--- config.mk ---
export PLATFORM = sky130hd
export DESIGN_NAME = multicycle_control_unit
export DESIGN_NICKNAME = d
export VERILOG_FILES = /design/src/rtl/mmio_cpu_pkg.sv /design/src/rtl/llsc_reservation.sv /design/src/rtl/multicycle_control_unit.sv
export SDC_FILE = /design/constraint.sdc
export NUM_CORES = 1
export LEC_CHECK = 0
export ABC_AREA = 1
export CELL_PAD_IN_SITES_DETAIL_PLACEMENT = 0
export CELL_PAD_IN_SITES_GLOBAL_PLACEMENT = 2
export CORE_AREA = 8 8 117 146
export DETAILED_ROUTE_END_ITERATION = 10
export DIE_AREA = 0 0 125 154
export MAX_ROUTING_LAYER = met4
export PLACE_DENSITY = 0.95
export SYNTH_ARGS = -nofsm -noshare
export SYNTH_HDL_FRONTEND = slang
export SYNTH_HIERARCHICAL = 1
export SYNTH_SLANG_ARGS = --single-unit
--- constraint.sdc ---
create_clock -name clk_in -period 2.9 [get_ports clk_in]
set_clock_uncertainty 0.05 [all_clocks]
set_input_delay 0.435 -clock clk_in [delete_from_list [all_inputs] [get_ports clk_in]]
set_output_delay 0.435 -clock clk_in [all_outputs]
set_load 0.005 [all_outputs]
--- src/rtl/mmio_cpu_pkg.sv ---
// Shared types for the multi-cycle control unit: FSM states, instruction classes, decode helper.
// Latency: n/a (types and a pure combinational decode function).
// Backpressure: n/a.
package mmio_cpu_pkg;

  typedef enum logic [2:0] {
    FETCH  = 3'd0,
    DECODE = 3'd1,
    EXEC   = 3'd2,
    MEM    = 3'd3,
    WB     = 3'd4,
    ERROR  = 3'd5
  } state_t;

  typedef enum logic [3:0] {
    CL_NOP   = 4'd0,
    CL_ALU   = 4'd1,
    CL_BEQ   = 4'd2,
    CL_BNE   = 4'd3,
    CL_J     = 4'd4,
    CL_JAL   = 4'd5,
    CL_JR    = 4'd6,
    CL_LOAD  = 4'd7,
    CL_STORE = 4'd8,
    CL_LL    = 4'd9,
    CL_SC    = 4'd10
  } iclass_t;

  localparam logic [1:0] MASK_BYTE = 2'b00;
  localparam logic [1:0] MASK_HALF = 2'b01;
  localparam logic [1:0] MASK_WORD = 2'b10;

  localparam logic [1:0] PC_SEQ    = 2'b00;
  localparam logic [1:0] PC_BRANCH = 2'b01;
  localparam logic [1:0] PC_JUMP   = 2'b10;
  localparam logic [1:0] PC_REG    = 2'b11;

  localparam logic [5:0] OP_RTYPE = 6'h00, OP_J     = 6'h02, OP_JAL   = 6'h03;
  localparam logic [5:0] OP_BEQ   = 6'h04, OP_BNE   = 6'h05, OP_ADDI  = 6'h08;
  localparam logic [5:0] OP_ADDIU = 6'h09, OP_SLTI  = 6'h0A, OP_SLTIU = 6'h0B;
  localparam logic [5:0] OP_ANDI  = 6'h0C, OP_ORI   = 6'h0D, OP_XORI  = 6'h0E;
  localparam logic [5:0] OP_LUI   = 6'h0F, OP_LB    = 6'h20, OP_LH    = 6'h21;
  localparam logic [5:0] OP_LW    = 6'h23, OP_LBU   = 6'h24, OP_LHU   = 6'h25;
  localparam logic [5:0] OP_SB    = 6'h28, OP_SH    = 6'h29, OP_SW    = 6'h2B;
  localparam logic [5:0] OP_LL    = 6'h30, OP_SC    = 6'h38;

  localparam logic [5:0] FN_SLL  = 6'h00, FN_SRL  = 6'h02, FN_SRA  = 6'h03;
  localparam logic [5:0] FN_JR   = 6'h08, FN_ADD  = 6'h20, FN_ADDU = 6'h21;
  localparam logic [5:0] FN_SUB  = 6'h22, FN_SUBU = 6'h23, FN_AND  = 6'h24;
  localparam logic [5:0] FN_OR   = 6'h25, FN_XOR  = 6'h26, FN_NOR  = 6'h27;
  localparam logic [5:0] FN_SLT  = 6'h2A, FN_SLTU = 6'h2B;

  typedef struct packed {
    iclass_t    iclass;
    logic [1:0] mask;
    logic       reg_dst;
    logic       alu_src;
    logic       mem_to_reg;
    logic       jal;
    logic       lui;
    logic       zero_ext;
  } dec_t;

  // Classify an instruction and derive its datapath control fields.
  function automatic dec_t decode_instr(input logic [5:0] op, input logic [5:0] fn);
    dec_t d;
    d = '0;
    d.mask = MASK_WORD;
    case (op)
      OP_RTYPE: begin
        case (fn)
          FN_JR: d.iclass = CL_JR;
          FN_SLL, FN_SRL, FN_SRA, FN_ADD, FN_ADDU, FN_SUB, FN_SUBU,
          FN_AND, FN_OR, FN_XOR, FN_NOR, FN_SLT, FN_SLTU: begin
            d.iclass  = CL_ALU;
            d.reg_dst = 1'b1;
          end
          default: d.iclass = CL_NOP;
        endcase
      end
      OP_J:   d.iclass = CL_J;
      OP_JAL: begin d.iclass = CL_JAL; d.jal = 1'b1; end
      OP_BEQ: d.iclass = CL_BEQ;
      OP_BNE: d.iclass = CL_BNE;
      OP_ADDI, OP_ADDIU, OP_SLTI, OP_SLTIU: begin
        d.iclass = CL_ALU; d.alu_src = 1'b1;
      end
      OP_ANDI, OP_ORI, OP_XORI: begin
        d.iclass = CL_ALU; d.alu_src = 1'b1; d.zero_ext = 1'b1;
      end
      OP_LUI: begin d.iclass = CL_ALU; d.alu_src = 1'b1; d.lui = 1'b1; end
      OP_LB, OP_LBU: begin
        d.iclass = CL_LOAD; d.alu_src = 1'b1; d.mem_to_reg = 1'b1; d.mask = MASK_BYTE;
      end
      OP_LH, OP_LHU: begin
        d.iclass = CL_LOAD; d.alu_src = 1'b1; d.mem_to_reg = 1'b1; d.mask = MASK_HALF;
      end
      OP_LW: begin d.iclass = CL_LOAD; d.alu_src = 1'b1; d.mem_to_reg = 1'b1; end
      OP_SB: begin d.iclass = CL_STORE; d.alu_src = 1'b1; d.mask = MASK_BYTE; end
      OP_SH: begin d.iclass = CL_STORE; d.alu_src = 1'b1; d.mask = MASK_HALF; end
      OP_SW: begin d.iclass = CL_STORE; d.alu_src = 1'b1; end
      OP_LL: begin d.iclass = CL_LL; d.alu_src = 1'b1; d.mem_to_reg = 1'b1; end
      OP_SC: begin d.iclass = CL_SC; d.alu_src = 1'b1; end
      default: d.iclass = CL_NOP;
    endcase
    return d;
  endfunction

endpackage

--- src/rtl/llsc_reservation.sv ---
// Word-granular LL/SC reservation: valid bit plus reserved word address, snoop invalidation.
// Latency: set/clear take effect the cycle after; match is combinational on the stored state.
// Backpressure: none; set has priority over clear and snoop in the same cycle.
module llsc_reservation #(
  parameter int WORD_W  = 30,
  parameter bit LLSC_EN = 1'b1
) (
  input  logic              clk,
  input  logic              rst,
  input  logic              set,
  input  logic [WORD_W-1:0] set_word,
  input  logic              clr,
  input  logic              snoop_wr,
  input  logic [WORD_W-1:0] snoop_word,
  input  logic [WORD_W-1:0] lookup_word,
  output logic              match
);

  if (LLSC_EN) begin : g_resv
    logic              valid_q;
    logic [WORD_W-1:0] word_q;

    // Reservation register: an LL completing in the same cycle as a snoop keeps its reservation.
    always_ff @(posedge clk or posedge rst) begin
      if (rst) begin
        valid_q <= 1'b0;
        word_q  <= '0;
      end else if (set) begin
        valid_q <= 1'b1;
        word_q  <= set_word;
      end else if (clr || (snoop_wr && (snoop_word == word_q))) begin
        valid_q <= 1'b0;
      end
    end

    assign match = valid_q && (word_q == lookup_word);
  end else begin : g_tie
    logic unused_resv;
    assign unused_resv = ^{clk, rst, set, set_word, clr, snoop_wr, snoop_word, lookup_word};
    assign match = 1'b0;
  end

endmodule

--- src/rtl/multicycle_control_unit.sv ---
// Multi-cycle MIPS control FSM over a req/ready MMIO bus with LL/SC reservation and bus timeout trap.
// Latency: ALU 4, load 5, store 4, branch/jump 3 cycles, each plus bus wait cycles in FETCH/MEM.
// Backpressure: mem_req held until mem_ready_in; MEM_TIMEOUT stalled cycles trap into sticky ERROR.
module multicycle_control_unit
  import mmio_cpu_pkg::*;
#(
  parameter int ADDR_W      = 32,
  parameter int MEM_TIMEOUT = 16,
  parameter bit LLSC_EN     = 1'b1
) (
  input  logic              clk_in,
  input  logic              rst_in,
  input  logic [31:0]       instruction_in,
  input  logic              alu_zero_in,
  input  logic [ADDR_W-1:0] mem_addr_in,
  input  logic              mem_ready_in,
  input  logic              snoop_wr_in,
  input  logic [ADDR_W-1:0] snoop_addr_in,
  output logic [2:0]        state_out,
  output logic              ir_write,
  output logic              pc_write,
  output logic [1:0]        pc_src,
  output logic              mem_req,
  output logic              mem_we,
  output logic [1:0]        mMask,
  output logic              reg_write,
  output logic              reg_dst,
  output logic              alu_src,
  output logic              mem_to_reg,
  output logic              jal,
  output logic              lui,
  output logic              zero_ext,
  output logic              sc_success,
  output logic              bus_error,
  output logic              instr_retired
);

  localparam int CNT_W = $clog2(MEM_TIMEOUT + 1);

  state_t           state_q, state_d;
  dec_t             dec_q;
  logic [CNT_W-1:0] tmo_q;
  logic             waiting, tmo_hit;
  logic             is_sc, sc_issue, sc_ok_q, sc_grant_q;
  logic             resv_match, resv_set, resv_clr;
  logic             unused_bits;

  assign unused_bits = ^{instruction_in[25:6], mem_addr_in[1:0], snoop_addr_in[1:0]};

  // An SC only goes to the bus with a live matching reservation; once issued it stays issued.
  assign is_sc    = (dec_q.iclass == CL_SC);
  assign sc_issue = is_sc && (!LLSC_EN || resv_match || sc_grant_q);
  assign resv_set = (state_q == MEM) && (dec_q.iclass == CL_LL) && mem_ready_in;
  assign resv_clr = (state_q == MEM) && is_sc && (!sc_issue || mem_ready_in);

  // Next-state and per-state strobes; strobes are forced low while reset is asserted.
  always_comb begin
    state_d       = state_q;
    ir_write      = 1'b0;
    pc_write      = 1'b0;
    pc_src        = PC_SEQ;
    mem_req       = 1'b0;
    mem_we        = 1'b0;
    mMask         = MASK_BYTE;
    reg_write     = 1'b0;
    instr_retired = 1'b0;
    waiting       = 1'b0;
    tmo_hit       = 1'b0;
    case (state_q)
      FETCH: begin
        mem_req = 1'b1;
        mMask   = MASK_WORD;
        if (mem_ready_in) begin
          ir_write = 1'b1;
          pc_write = 1'b1;
          state_d  = DECODE;
        end
      end
      DECODE: state_d = EXEC;
      EXEC: begin
        case (dec_q.iclass)
          CL_BEQ: begin
            pc_write = alu_zero_in; pc_src = PC_BRANCH; instr_retired = 1'b1; state_d = FETCH;
          end
          CL_BNE: begin
            pc_write = !alu_zero_in; pc_src = PC_BRANCH; instr_retired = 1'b1; state_d = FETCH;
          end
          CL_J: begin
            pc_write = 1'b1; pc_src = PC_JUMP; instr_retired = 1'b1; state_d = FETCH;
          end
          CL_JAL: begin
            pc_write = 1'b1; pc_src = PC_JUMP; state_d = WB;
          end
          CL_JR: begin
            pc_write = 1'b1; pc_src = PC_REG; instr_retired = 1'b1; state_d = FETCH;
          end
          CL_LOAD, CL_STORE, CL_LL, CL_SC: state_d = MEM;
          CL_ALU: state_d = WB;
          default: begin instr_retired = 1'b1; state_d = FETCH; end
        endcase
      end
      MEM: begin
        if (is_sc && !sc_issue) begin
          state_d = WB;
        end else begin
          mem_req = 1'b1;
          mem_we  = (dec_q.iclass == CL_STORE) || is_sc;
          mMask   = dec_q.mask;
          if (mem_ready_in) begin
            if (dec_q.iclass == CL_STORE) begin
              instr_retired = 1'b1;
              state_d       = FETCH;
            end else begin
              state_d = WB;
            end
          end
        end
      end
      WB: begin
        reg_write     = 1'b1;
        instr_retired = 1'b1;
        state_d       = FETCH;
      end
      ERROR: state_d = ERROR;
      default: state_d = FETCH;
    endcase
    waiting = mem_req && !mem_ready_in;
    tmo_hit = waiting && (tmo_q == CNT_W'(MEM_TIMEOUT - 1));
    if (tmo_hit) state_d = ERROR;
    if (rst_in) begin
      ir_write      = 1'b0;
      pc_write      = 1'b0;
      pc_src        = PC_SEQ;
      mem_req       = 1'b0;
      mem_we        = 1'b0;
      mMask         = MASK_BYTE;
      reg_write     = 1'b0;
      instr_retired = 1'b0;
    end
  end

  // State register.
  always_ff @(posedge clk_in or posedge rst_in) begin
    if (rst_in) state_q <= FETCH;
    else        state_q <= state_d;
  end

  // Decode fields are captured once per instruction and held until the next DECODE.
  always_ff @(posedge clk_in or posedge rst_in) begin
    if (rst_in)                dec_q <= '0;
    else if (state_q == DECODE) dec_q <= decode_instr(instruction_in[31:26], instruction_in[5:0]);
  end

  // Stall counter: counts consecutive unanswered bus cycles, cleared whenever the bus is not stalled.
  always_ff @(posedge clk_in or posedge rst_in) begin
    if (rst_in)                  tmo_q <= '0;
    else if (waiting && !tmo_hit) tmo_q <= tmo_q + 1'b1;
    else if (!waiting)           tmo_q <= '0;
  end

  // SC bookkeeping: outcome latched on leaving MEM, grant held across bus wait cycles.
  always_ff @(posedge clk_in or posedge rst_in) begin
    if (rst_in) begin
      sc_ok_q    <= 1'b0;
      sc_grant_q <= 1'b0;
    end else begin
      if (resv_clr) sc_ok_q <= sc_issue;
      sc_grant_q <= (state_q == MEM) && sc_issue && !mem_ready_in;
    end
  end

  llsc_reservation #(
    .WORD_W  (ADDR_W - 2),
    .LLSC_EN (LLSC_EN)
  ) u_resv (
    .clk         (clk_in),
    .rst         (rst_in),
    .set         (resv_set),
    .set_word    (mem_addr_in[ADDR_W-1:2]),
    .clr         (resv_clr),
    .snoop_wr    (snoop_wr_in),
    .snoop_word  (snoop_addr_in[ADDR_W-1:2]),
    .lookup_word (mem_addr_in[ADDR_W-1:2]),
    .match       (resv_match)
  );

  assign state_out  = state_q;
  assign reg_dst    = dec_q.reg_dst;
  assign alu_src    = dec_q.alu_src;
  assign mem_to_reg = dec_q.mem_to_reg;
  assign jal        = dec_q.jal;
  assign lui        = dec_q.lui;
  assign zero_ext   = dec_q.zero_ext;
  assign sc_success = (state_q == WB) && is_sc && sc_ok_q;
  assign bus_error  = (state_q == ERROR);

endmodule

run_1/pins.png
Bar = 50 um. Pins as bars across the die edge, other pins in grey.
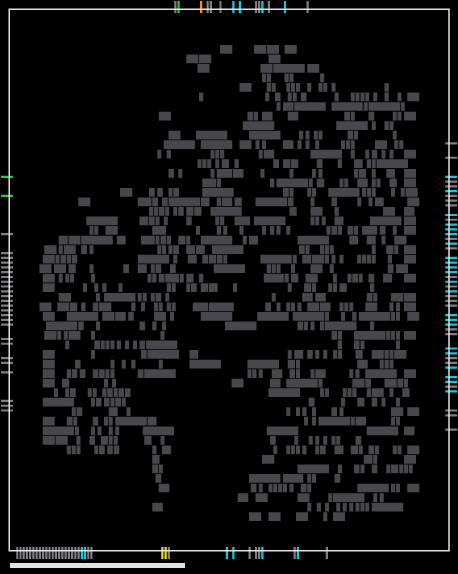
colour	port	pins	direction	edge
cyan	`mem_addr_in`	32	input	22 right, 6 bottom, 4 top
green	`state_out`	3	output	2 left, 1 top
yellow	`mMask`	2	output	bottom
orange	`instr_retired`	1	output	top
all pins by edge	45 right, 36 bottom, 27 left, 14 top
die y size: 154 um
port buffer count: 97

run_1/zoom.png
Bar = 20 um. Window x 38 to 88, y 83 to 133 um. Cells in grey, sequential cells in the stronger grey; small squares are vias.
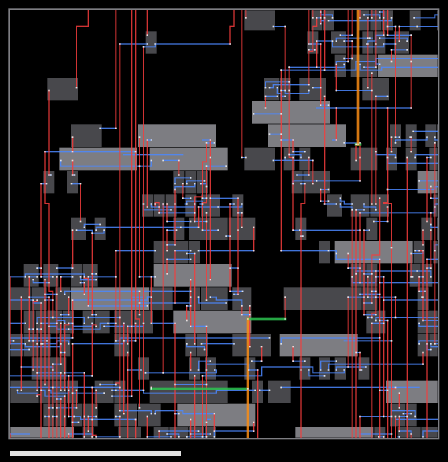
colour	layer
red	met2
orange	met4
blue	met1
green	met3
sequential cells in the window	13
cells with their middle in the window	136
most frequent	nand2_1 (40), inv_1 (19), dfrtp_1 (13)
netlist names of flops here include	`u_resv/g_resv.word_q` (5), `tmo_q` (4), `state_out` (2)

==> out/results.txt, run 1 <==
Layout cells sized above 1: 0.0737
Final Setup Violations: 0
Worst Max-Slew Pin Slew: 0.441 ns
Combinational cell power: 1.29 mW
Vias in the first global route: 3,836
Top Registers: u_resv/g_resv.word_q x30, dec_q x6, tmo_q x5
I/O pin cnt: 122
Adder-cell share of the synthesized area: 0.00689
OpenROAD warnings: 50
Maximum net fanout on the critical path: 6
WL/cell: 13.6 um
Via/cell ratio: 4.35
WP data required: 2.41 ns
Detailed Place HPWL: 9680 um
Fill cells: 1,639
First-pass GRT wire length: 19,200 um
# Post-CTS Setup Buffers: 0
Synthesized flop and latch total: 53
Syn_nets: 680
# Cells Yosys: 577
P_clk: 0.612 mW
Hold buffer count at CTS: 0
GPL Wtd Cong: 0.884
Outcome: finished clean
Netlist cell types: 31
Sequential power share: 0.372
Max_cap viols: 0
Reg with most FFs: u_resv/g_resv.word_q
Crit Path Class: in2out
Final Max Tran Viols: 0
Chip Area: 0.0193 mm2
Final min period: 2.73 ns
Avg Inst Size Synth: 6.30 um2
Synth mux share: 0
Net switching power: 1.19 mW
Inst Count DP: 866
Main kind of combinational logic by area: simple AND/OR/NAND/NOR gates
Total wire length: 11,900 um
Mapped cell area: 0.00363 mm2
Sequential share of the synthesized area: 0.365
Grt ovf: 0
CTS clk-pin slew, worst paths: 0.07 ns
Clock Tree Buf Depth: 2
Sw Share: 0.393
Root Driver: clkbuf_16
Top cells by area: dfrtp_1, nand2_1, inv_1, o21ai_0, nor2_1
Area leader share: 0.365
Cells after Synth: 577
Crit path launch type: input pin
Max reg flops: 30
Yosys synthesis chip area: 0.00363 mm2
Core Region: 0.0148 mm2
Initial antenna violation count: 0
DRC viols: 0
Pre-Place Util: 0.246
Logic pwr share: 0.426
Xor/xnor share: 0.0386
run_1/registers.png
Bar = 50 um. Other sequential cells in the stronger grey, the rest of the logic in the fainter grey.
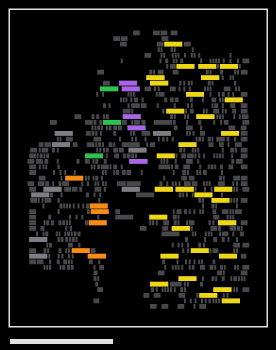
colour	name in the netlist	placed flops
purple	`tmo_q`	5
orange	`dec_q`	6
yellow	`u_resv/g_resv.word_q`	30
green	`state_out`	3
not coloured	9

run_1/final_clocks.png
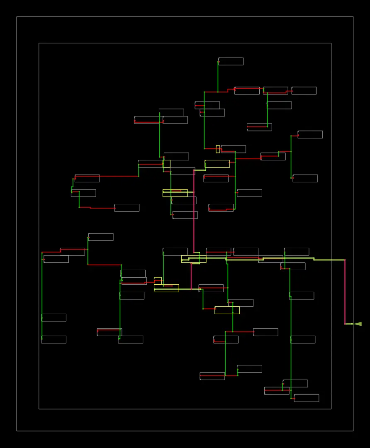
CLK BUF: 6
total CTS buffers: 5
Clock Latency Late Sink: 0.30 ns
clock sink count: 53

==> run 1: routing by layer <==
layer	vias up	part of all wire	routed length [um]	global-route usage
li1	2003	-	-	-
met4	0	0.010	119	0.0273
met2	110	0.51	6040	0.232
met3	11	0.052	618	0.0304
met1	1676	0.43	5130	0.138
met5	-	0	0	-
==> run 1: layout make-up <==
class | count | area, um2 | area share
multi-input combinational | 413 | 1920 | 0.376
sequential | 53 | 1330 | 0.259
timing repair buffer | 116 | 1110 | 0.217
inverter | 102 | 383 | 0.0749
tap | 182 | 228 | 0.0446
clock buffer | 6 | 129 | 0.0252
clock inverter | 2 | 15.0 | 0.00294
==> run 1: critical path, stage by stage <==
cell             delay, ns
clkdlybuf4s50_1       0.59
inv_2                 0.12
nand3_1               0.17
nor2_1                0.09
or3_1                 0.36
clkdlybuf4s50_1       0.47
==> run 1: stage by stage <==
step	utilization	instance area (um2)	power, mW	hold slack [ns]	setup slack, ns
6_report	0.346	5110	3.03	0.438	0.174
2_1_floorplan	-	3630	1.90	0.392	0.913
4_1_cts	0.346	5100	3.08	0.443	0.0744
3_3_place_gp	0.335	4950	2.44	0.405	-0.342
5_1_grt	0.346	5110	3.30	0.472	0.00773
3_5_place_dp	0.335	4950	2.45	0.421	-0.337
==> run 1: cell families (layout without fill, tap and decap cells) <==
| family | after synthesis | count (layout) |
|---|---|---|
| AND/OR/NAND/NOR | 322 | 322 |
| buffers and inverters | 111 | 226 |
| AND-OR/OR-AND | 73 | 73 |
| flip-flops | 53 | 53 |
| XOR/XNOR | 16 | 16 |
| adder cells (fa/ha/maj) | 2 | 2 |
==> run 1: final timing paths <==
check | slack [ns] | start | end
min in group asynchronous | 0.61 | rst_in | reg_dst
max | 0.17 | rst_in | pc_write
max reg2reg | 0.93 | u_resv/g_resv.word_q[7] | state_out[2]
min reg2reg | 0.44 | tmo_q[4] | tmo_q[4]
max in group asynchronous | 1.83 | rst_in | u_resv/g_resv.word_q[8]
min | 0.44 | tmo_q[4] | tmo_q[4]
==> run 1: what timing repair did <==
action / 4_1_cts / 5_1_grt
setup endpoints to repair: 4 / 5
gates resized: 17 / 12
endpoints found under the hold margin: 0 / 0
pin swaps: 2 / 1
==> run 1: Yosys cell counts, drive strengths merged <==
master / instances
nand2: 214
inv: 102
nor2: 62
dfrtp: 53
o21ai: 53
nand3: 25
xnor2: 13
o22ai: 9
nor3: 7
nand4: 6
a21oi: 5
buf: 5
clkbuf: 4
nor4: 3
xor2: 3
a21boi: 2
ha: 2
or2: 2
a2111oi: 1
a31oi: 1
and3: 1
nor3b: 1
o211ai: 1
o21a: 1
or3: 1
==> run 1: cell usage in the layout (no fill, tap or decap), types with 2 or more instances in the layout <==
master and count:
nor2_4 3, inv_2 5, clkbuf_2 2, a21oi_1 5, clkbuf_16 5, xnor2_2 2, xnor2_1 11, nor2_2 4
inv_1 97, clkinvlp_4 2, nand2_1 208, clkdlybuf4s50_1 86, dlygate4sd2_1 8, nand2_2 4, o22ai_1 9, nand4_1 6
buf_4 18, nand3_1 25, nor3_1 7, ha_1 2, xor2_1 3, o21ai_0 50, or2_2 2, dfrtp_1 53
o21ai_1 3, nor4_1 2, nand2_4 2, a21boi_0 2, nor2_1 55
run_1/met1.png
Bar = 50 um.
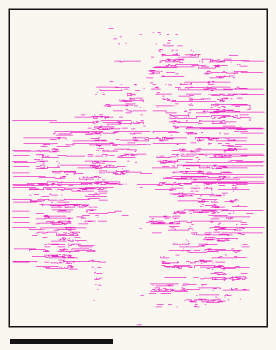

==> inputs of run 2 (changes only) <==
==> constraint.sdc (replaced) <==
create_clock -name clk_in -period 3.15 [get_ports clk_in]
set_clock_uncertainty 0.05 [all_clocks]
set_input_delay 0.4725 -clock clk_in [delete_from_list [all_inputs] [get_ports clk_in]]
set_output_delay 0.4725 -clock clk_in [all_outputs]
set_load 0.005 [all_outputs]
run_2/met1.png
Bar = 50 um.
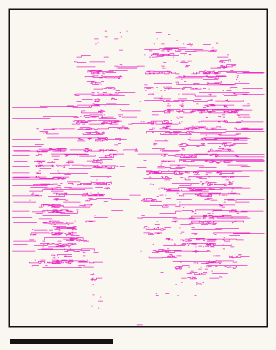
wire length on this layer	5,090 um
longest straight run	43.2 um
nets with wire on the layer	700
share of all routed wire	43%
main direction	horizontal

==> out/results.txt, run 2 <==
H-tree depth: 2 (unchanged)
Fin nets: 790 (was 794)
Max incr delay on CP: 0.54 ns (was 0.59 ns)
Core Region: 0.0148 mm2 (unchanged)
Synthesized flop and latch total: 53 (unchanged)
Via/cell ratio: 4.34 (was 4.35)
Top FF cell, synth: dfrtp_1 (unchanged)
CTS clk-pin slew, worst paths: 0.07 ns (about the same)
Final Setup Violations: 0 (unchanged)
Most frequent cell after synthesis: nand2_1 (unchanged)
Worst Max-Slew Pin Slew: 0.452 ns (was 0.441 ns)
Final Max Tran Viols: 0 (unchanged)
Netlist cell types: 31 (unchanged)
Reg with most FFs: u_resv/g_resv.word_q (unchanged)
Crit path launch type: input pin (unchanged)
Top Registers: u_resv/g_resv.word_q x30, dec_q x6, tmo_q x5 (unchanged)
Iteration-0 DRC Markers: 172 (was 198)
Clock Latency Late Sink: 0.29 ns (was 0.30 ns)
Detailed Place HPWL: 9490 um (was 9680 um)
Number of core rows: 50 (unchanged)
Grt ovf: 0 (unchanged)
GPL Wtd Cong: 0.867 (was 0.884)
Max Fclk: 353 MHz
Fin util: 0.348 (was 0.346)
Power Internal: 1.69 mW (was 1.84 mW)
P_leak: 2.66 nW (was 2.54 nW)
Synth cell count leaders: nand2_1, inv_1, nor2_1, dfrtp_1, o21ai_0 (unchanged)
Clock sink count: 53 (unchanged)
Cells after Synth: 577 (unchanged)
Root Driver: clkbuf_16 (unchanged)
First-pass GRT wire length: 19,600 um (was 19,200 um)
Final min period: 2.83 ns
Post-synth EDFFs: 0 (unchanged)
Max-Slew Margin vs Limit: 0.699 (was 0.706)
GRT Resource Usage Total: 0.130 (was 0.127)
Avg Inst Size Synth: 6.30 um2 (unchanged)
Chip Area: 0.0193 mm2 (unchanged)
Max_cap viols: 0 (unchanged)
Outcome: finished clean (unchanged)
Cell mode on critical path: clkdlybuf4s50_1 (unchanged)
OpenROAD warnings: 50 (unchanged)
Ys async rst share: 1.00 (unchanged)
Top cells by area: dfrtp_1, nand2_1, inv_1, o21ai_0, nor2_1 (unchanged)
I/O pin cnt: 122 (unchanged)
DRC viols: 0 (unchanged)
Worst setup EP type: primary output (unchanged)
Die y size: 154 um (unchanged)
Setup WS pre-CTS: -0.170 ns (was -0.337 ns)
Sequential share of the synthesized area: 0.365 (unchanged)
Biggest area consumer among synthesized cells: dfrtp_1 (unchanged)
Sequential power share: 0.373 (was 0.372)
Area of placed instances: 0.00492 mm2 (was 0.00495 mm2)
Largest net degree at the start of global routing: 59 (unchanged)
Synthesis warning total: 6 (unchanged)
Most numerous logic cells after layout: nand2_1, inv_1, clkdlybuf4s50_1, nor2_1, dfrtp_1 (unchanged)
Area leader share: 0.365 (unchanged)
RSZ-0062 raised after global routing: no (unchanged)
Inst Count DP: 862 (was 866)
WL/cell: 13.6 um (about the same)
Worst hold margin: 0.410 ns (was 0.438 ns)
Initial antenna violation count: 0 (unchanged)
Total wire length: 11,800 um (was 11,900 um)
Total CTS buffers: 5 (unchanged)
Design area: 0.00513 mm2 (was 0.00511 mm2)
Maximum net fanout on the critical path: 7 (was 6)
Fill cells: 1,652 (was 1,639)
Mapped cell area: 0.00363 mm2 (unchanged)
Number of inserted diodes: 0 (unchanged)
Vias in the first global route: 3,941 (was 3,836)
Syn_nets: 680 (unchanged)
WP data required: 2.63 ns (was 2.41 ns)
Pre-Place Util: 0.246 (unchanged)
Max reg flops: 30 (unchanged)
Crit Path Class: in2out (unchanged)
CTS tree: done (unchanged)
Sw Share: 0.392 (was 0.393)
Yosys synthesis chip area: 0.00363 mm2 (unchanged)
Worst path cell trace: clkdlybuf4s50_1, inv_1, nand3_1, nor2_1, or3_1, clkdlybuf4s50_1 (was clkdlybuf4s50_1, inv_2, nand3_1, nor2_1, or3_1, clkdlybuf4s50_1)
Port buffer count: 97 (unchanged)
Most frequent logic cell in the layout: nand2_1 (unchanged)
Layout cells sized above 1: 0.0654 (was 0.0737)
Final worst slack: 0.315 ns (was 0.174 ns)
Worst path slowest cell: clkdlybuf4s50_1 (unchanged)
Logic pwr share: 0.425 (was 0.426)
Net switching power: 1.09 mW (was 1.19 mW)
Clock Tree Buf Depth: 2 (unchanged)
# Cells Yosys: 577 (unchanged)
[run 2: layout make-up]
cell class,instances,area (um2),area share
clock buffer,6,129,0.0251
multi-input combinational,413,1920,0.374
inverter,102,383,0.0746
tap,182,228,0.0444
clock inverter,2,15.0,0.00293
timing repair buffer,112,1130,0.221
sequential,53,1330,0.258
[run 2: logic make-up after synthesis]
kind of cell,after synthesis,share of synthesized area
adder cells (fa/ha/maj),2,0.00689
AND/OR/NAND/NOR,322,0.365
XOR/XNOR,16,0.0386
AND-OR/OR-AND,73,0.108
buffers and inverters,111,0.117
flip-flops,53,0.365
[run 2: power groups by stage]
stage                     Clock [mW]  Combinational (mW)  Sequential (mW)
after floorplan                    0               0.741             1.01
after global placement             0                1.19             1.04
after detailed placement           0                1.19             1.05
after CTS                      0.599                1.20             1.04
after global routing           0.621                1.36             1.07
final                          0.561                1.18             1.04
[run 2: worst paths after layout]
| kind | from | endpoint | slack, ns | cells after the start |
|---|---|---|---|---|
| setup reg to reg | u_resv/g_resv.word_q[21] | state_out[2] | 1.11 | 15 |
| hold reg to reg | tmo_q[4] | tmo_q[4] | 0.44 | 2 |
| hold / removal | mem_addr_in[5] | u_resv/g_resv.word_q[3] | 0.41 | 3 |
| setup / recovery | rst_in | pc_write | 0.32 | 6 |
| max in group asynchronous | rst_in | u_resv/g_resv.word_q[12] | 2.10 | 3 |
| min in group asynchronous | rst_in | reg_dst | 0.46 | 2 |
[run 2: layer usage]
layer  global-route usage  wire length, um  vias to the layer above
li1                     -                -                     1997
met1                0.144             5090                     1671
met2                0.229             5900                       96
met3               0.0318              728                        8
met4               0.0326              112                        0
met5                    -                0                        -
[run 2: worst max-delay path, delay by kind of cell]
family        cells  cell delay [ns]
simple gates      3             0.66
buf+inv           3             1.17
[run 2: stage by stage]
step / total power [mW] / setup TNS [ns]
6_report: 2.78 / 0
5_1_grt: 3.05 / 0
4_1_cts: 2.84 / 0
3_5_place_dp: 2.25 / -0.380
3_3_place_gp: 2.24 / -0.461
2_1_floorplan: 1.75 / 0
[run 2: repair_timing]
action / 4_1_cts / 5_1_grt
setup buffers: 0 / 0
gates resized: 7 / 25
pin swaps: 1 / 7
endpoints found under the setup margin: 4 / 4
hold buffers: 0 / 0
Power is estimated from default activity; no workload was simulated.
